<file path="config.mk">
export PLATFORM = sky130hd
export DESIGN_NAME = lsh_seq_a32
export DESIGN_NICKNAME = d
export VERILOG_FILES = /design/src/rtl/lsh_seq_a32.sv
export SDC_FILE = /design/constraint.sdc
export NUM_CORES = 1
export LEC_CHECK = 0
export ABC_CLOCK_PERIOD_IN_PS = 1900
export CAP_MARGIN = 20
export CORE_MARGIN = 4
export CORE_UTILIZATION = 49
export CTS_BUF_LIST = sky130_fd_sc_hd__clkbuf_4 sky130_fd_sc_hd__clkbuf_8
export CTS_CLUSTER_DIAMETER = 40
export DETAILED_ROUTE_END_ITERATION = 6
export PLACE_DENSITY = 0.94
export SLEW_MARGIN = 20
export SYNTH_ARGS = -nofsm -noshare
export SYNTH_HDL_FRONTEND = slang
export SYNTH_SLANG_ARGS = --single-unit
</file>
<file path="constraint.sdc">
create_clock -name clk -period 1.9 [get_ports clk]
set_input_delay 0.38 -clock clk [delete_from_list [all_inputs] [get_ports clk]]
set_output_delay 0.38 -clock clk [all_outputs]
set_load 0.005 [all_outputs]
</file>
<file path="src/rtl/lsh_seq_a32.sv">
// ---------------------------------------------------------------------------
// lsh_seq_a32 -- sequential 32-bit logical left shifter
//
// Computes C = A << B[4:0] by shifting one bit position per clock. It uses a
// start/busy/done handshake so a controller can issue a shift and wait for
// it to finish. It also reports the last bit shifted out of bit 31 on co.
//
// Ports
//   clk    in   1   rising-edge clock
//   rst_n  in   1   asynchronous active-low reset
//   start  in   1   operation request, only honoured in IDLE
//   A      in  32   operand, captured on the accepting edge
//   B      in  32   shift amount, only B[4:0] is used
//   C      out 32   result, held until the next completion
//   co     out  1   last bit shifted out (A[32-n] for n != 0, else 0)
//   busy   out  1   high in SHIFT and DONE
//   done   out  1   one-cycle pulse; C and co are valid in that cycle
//
// Latency from the accepting edge to done is n+1 cycles for every n = B[4:0].
// ---------------------------------------------------------------------------
module lsh_seq_a32 (
    input  logic        clk,
    input  logic        rst_n,
    input  logic        start,
    input  logic [31:0] A,
    input  logic [31:0] B,
    output logic [31:0] C,
    output logic        co,
    output logic        busy,
    output logic        done
);

    typedef enum logic [1:0] {
        IDLE  = 2'd0,
        SHIFT = 2'd1,
        DONE  = 2'd2
    } state_t;

    state_t      state_reg, state_next;
    logic [31:0] sreg_reg, sreg_next;
    logic [4:0]  cnt_reg, cnt_next;
    logic        lastout_reg, lastout_next;
    logic [31:0] c_reg, c_next;
    logic        co_reg, co_next;

    logic [31:0] sreg_shl;
    logic [4:0]  amt;
    logic        unused_b_hi;

    // Only the low five bits of B form the shift amount; the rest is
    // deliberately ignored.
    assign amt         = B[4:0];
    assign unused_b_hi = ^B[31:5];

    // One-position left shift of the working register with zero fill.
    assign sreg_shl[0] = 1'b0;
    generate
        for (genvar gi = 1; gi < 32; gi++) begin : g_shl
            assign sreg_shl[gi] = sreg_reg[gi-1];
        end
    endgenerate

    // ---------------------------------------------------------------------
    // State register
    // ---------------------------------------------------------------------
    always_ff @(posedge clk or negedge rst_n) begin
        if (!rst_n) begin
            state_reg <= IDLE;
        end else begin
            state_reg <= state_next;
        end
    end

    // ---------------------------------------------------------------------
    // Datapath registers
    // ---------------------------------------------------------------------
    always_ff @(posedge clk or negedge rst_n) begin
        if (!rst_n) begin
            sreg_reg    <= 32'd0;
            cnt_reg     <= 5'd0;
            lastout_reg <= 1'b0;
            c_reg       <= 32'd0;
            co_reg      <= 1'b0;
        end else begin
            sreg_reg    <= sreg_next;
            cnt_reg     <= cnt_next;
            lastout_reg <= lastout_next;
            c_reg       <= c_next;
            co_reg      <= co_next;
        end
    end

    // ---------------------------------------------------------------------
    // Next-state and datapath update logic
    // ---------------------------------------------------------------------
    always_comb begin
        state_next   = state_reg;
        sreg_next    = sreg_reg;
        cnt_next     = cnt_reg;
        lastout_next = lastout_reg;
        c_next       = c_reg;
        co_next      = co_reg;

        case (state_reg)
            IDLE: begin
                if (start) begin
                    sreg_next    = A;
                    cnt_next     = amt;
                    lastout_next = 1'b0;
                    if (amt == 5'd0) begin
                        // A zero shift publishes A directly. It still
                        // passes through DONE, so latency stays n+1.
                        c_next     = A;
                        co_next    = 1'b0;
                        state_next = DONE;
                    end else begin
                        state_next = SHIFT;
                    end
                end
            end

            SHIFT: begin
                lastout_next = sreg_reg[31];
                sreg_next    = sreg_shl;
                cnt_next     = cnt_reg - 5'd1;
                // Publish on the final shift edge so that C and co are
                // valid together with done. The <= test also terminates
                // cleanly if cnt were ever 0 here, which is unreachable.
                if (cnt_reg <= 5'd1) begin
                    c_next     = sreg_shl;
                    co_next    = lastout_next;
                    state_next = DONE;
                end
            end

            DONE: begin
                // start is not queued; the caller re-asserts it in IDLE.
                state_next = IDLE;
            end

            default: begin
                state_next = IDLE;
            end
        endcase
    end

    // Handshake outputs decode registered state only.
    assign busy = (state_reg != IDLE);
    assign done = (state_reg == DONE);
    assign C    = c_reg;
    assign co   = co_reg;

endmodule

</file>
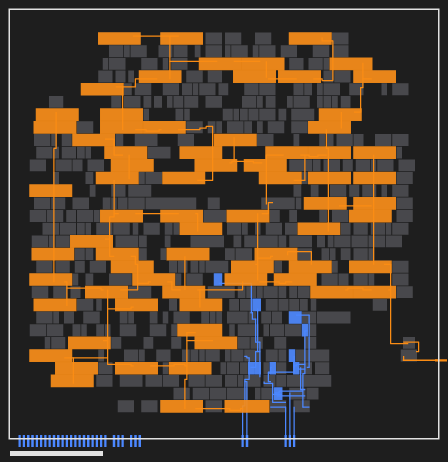
Fig. 1. Nets reached from selected ports.
Bar = 20 um.
| color | port | bits | direction | end cells | buffers | wire |
|---|---|---|---|---|---|---|
| blue | `B` | 32 | input | 10 | 7 | 180 um |
| orange | `rst_n` | 1 | input | 72 | 3 | 526 um |
port bufs: 74
# IOs: 102

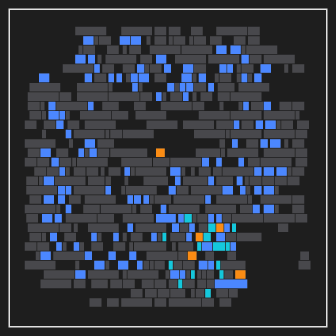
Fig. 2. Gate-type map.
| color | family | cells |
|---|---|---|
| blue | inverting AOI/OAI gates | 116 |
| cyan | NOR gates | 14 |
| orange | AND and OR gates | 5 |
Commonest Layout Cell: clkdlybuf4s50_1
logic share of the area: 30.2%
Cell Count, Final, Fillers Out: 523

==> impl_metrics.env <==
# physical design summary
export IMPL_gr_usage_met1_pct=25.7
export IMPL_period_used_pct=95.4
export IMPL_cp_buffers_inverters=1
export IMPL_synth_stat_cells=342
export IMPL_critical_path_arrival_ps=2010
export IMPL_internal_power_mw=4.87
export IMPL_cap_viol_max_count=0
export IMPL_synthMostInstantiatedCell="dfrtp_1"
export IMPL_die_area_um2=8430
export IMPL_status="finished, final reports clean"
export IMPL_cts_tree="built"
export IMPL_wl_per_cell_um=15.5
export IMPL_p_clk_share_pct=16.8
export IMPL_drc=0
export IMPL_synthCells=342
export IMPL_powerDensity_nw_per_um2=1640
export IMPL_synth_seq_cells=72
export IMPL_p_comb_share_pct=45.5
export IMPL_pre_cts_ws_ps=-130
export IMPL_top_area_cell="dfrtp_1"
export IMPL_timing_fmax_mhz=552
export IMPL_cts_root_buf="clkbuf_8"
export IMPL_grt_use_met2_pct=31.5
export IMPL_period_minus_slack_ps=1810
export IMPL_setup_viol=0
export IMPL_ys_types=35
export IMPL_min_path_type="flip-flop to flip-flop"
export IMPL_start_kind="flip-flop"
export IMPL_row_count=30
export IMPL_synthFlopType="dfrtp_1"
export IMPL_syn_num_nets=411
export IMPL_layout_area_overhead_vs_synth_pct=34.0
export IMPL_postSynthAreaPerCell_um2=10.1
export IMPL_pwr_share_seq_pct=37.7
export IMPL_via_per_inst=5.34
export IMPL_switchingPower_mw=2.71
export IMPL_fp_util_pct=50.6
export IMPL_grt_pass1_wl_um=13400
export IMPL_clk_pin_slew_ps=70
export IMPL_warning_count=54
export IMPL_core_area_um2=6790
export IMPL_top_cells_by_area="dfrtp_1, mux2i_1, a21oi_2, o22ai_1, o21ai_1"
export IMPL_drt_iter0_markers=160
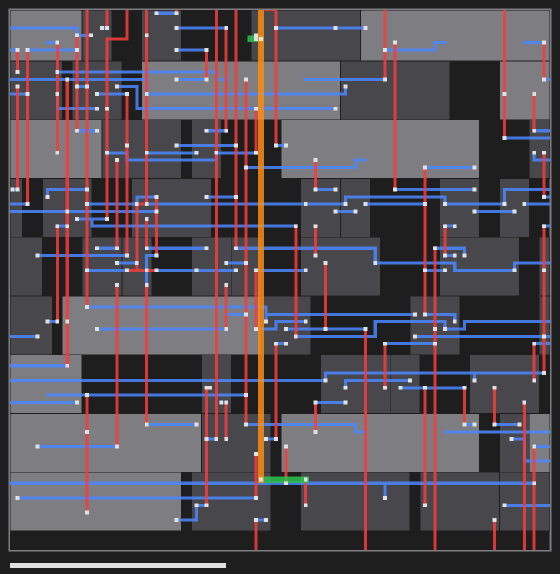
Fig. 3. A small window of the routed layout.
Bar = 10 um. Window x 10 to 35, y 10 to 35 um. Cells in gray, sequential cells in the stronger gray; small squares are vias.
| color | layer |
|---|---|
| red | metal 2 |
| orange | metal 4 |
| blue | metal 1 |
| green | metal 3 |
netlist names of flops here include: `sreg_reg` (5), `C` (2)
sequential cells in the window: 7
most frequent: dfrtp_1 (7), o21ai_1 (6)
cells with their middle in the window: 41

final timing paths:
| path | slack [ps] | endpoint | start | cells after the start |
|---|---|---|---|---|
| setup / recovery | 90 | C[3] | cnt_reg[1] | 5 |
| hold / removal | 490 | sreg_reg[31] | sreg_reg[31] | 2 |
| setup reg to reg | 90 | C[3] | cnt_reg[1] | 5 |
| hold reg to reg | 490 | sreg_reg[31] | sreg_reg[31] | 2 |
| max in group asynchronous | 780 | state_reg[0] | rst_n | 3 |
| min in group asynchronous | 530 | C[6] | rst_n | 2 |
logic make-up after synthesis:
group | Yosys count | synth area share (%)
multiplexers | 31 | 9.02
flip-flops | 72 | 52.4
adder cells (fa/ha/maj) | 2 | 0.727
AND-OR/OR-AND | 118 | 22.4
buffers and inverters | 62 | 8.15
AND/OR/NAND/NOR | 57 | 7.35
metrics by stage:
step | TNS (ps) | hold slack (ps) | cell area, um^2 | utilization (%)
global route | 0 | 531 | 4610 | 67.9
global placement | -156 | 358 | 4350 | 64.0
floorplan | 0 | 84.4 | 3440 | -
CTS | 0 | 500 | 4600 | 67.7
detailed placement | -2250 | 368 | 4350 | 64.0
finish | 0 | 491 | 4610 | 67.9
worst reg2reg max path, stage by stage (launching register included):
cell and delay (ps):
dfrtp_1 400, inv_1 90, ha_1 230, o2111ai_4 260, and2_2 590, a21oi_2 120
power groups by stage:
stage          Sequential (mW)  Combinational (mW)  Clock [mW]
2_1_floorplan             2.80                2.06           0
3_3_place_gp              2.83                3.29           0
3_5_place_dp              2.88                3.41           0
4_1_cts                   2.85                3.48        1.30
5_1_grt                   2.97                3.80        1.38
6_report                  2.86                3.45        1.28
placed cells by master (no fill, tap or decap), types with 5 or more instances in the layout:
master / n
clkdlybuf4s50_1: 71
dfrtp_1: 70
inv_1: 37
o21ai_1: 36
nand2_1: 34
o22ai_1: 31
mux2i_1: 31
a21oi_2: 29
clkbuf_8: 12
buf_4: 12
nor2_1: 9
a21oi_1: 8
buf_12: 5
metal layers:
layer	wire (um)	vias up
met5	0	-
met4	206	0
met3	557	24
met2	3850	113
met1	3510	1313
li1	-	1345
layout make-up:
class                   count  area, um^2
repair buffers             91         932
inverters                  39         146
clock buffers              12         165
clock inverters             4        51.3
flip-flops and latches     72        1800
multi-input cells         209        1390
fillers                   495        2180
well taps                  96         120
what timing repair did:
action	4_1_cts	5_1_grt
cloned	0	1
gates resized	3	1
hold endpoints to repair	11	0
pin swaps	0	1
hold buffers	1	0
setup endpoints to repair	2	2
buffers inserted	3	0
Power and IR drop assume default switching activity.
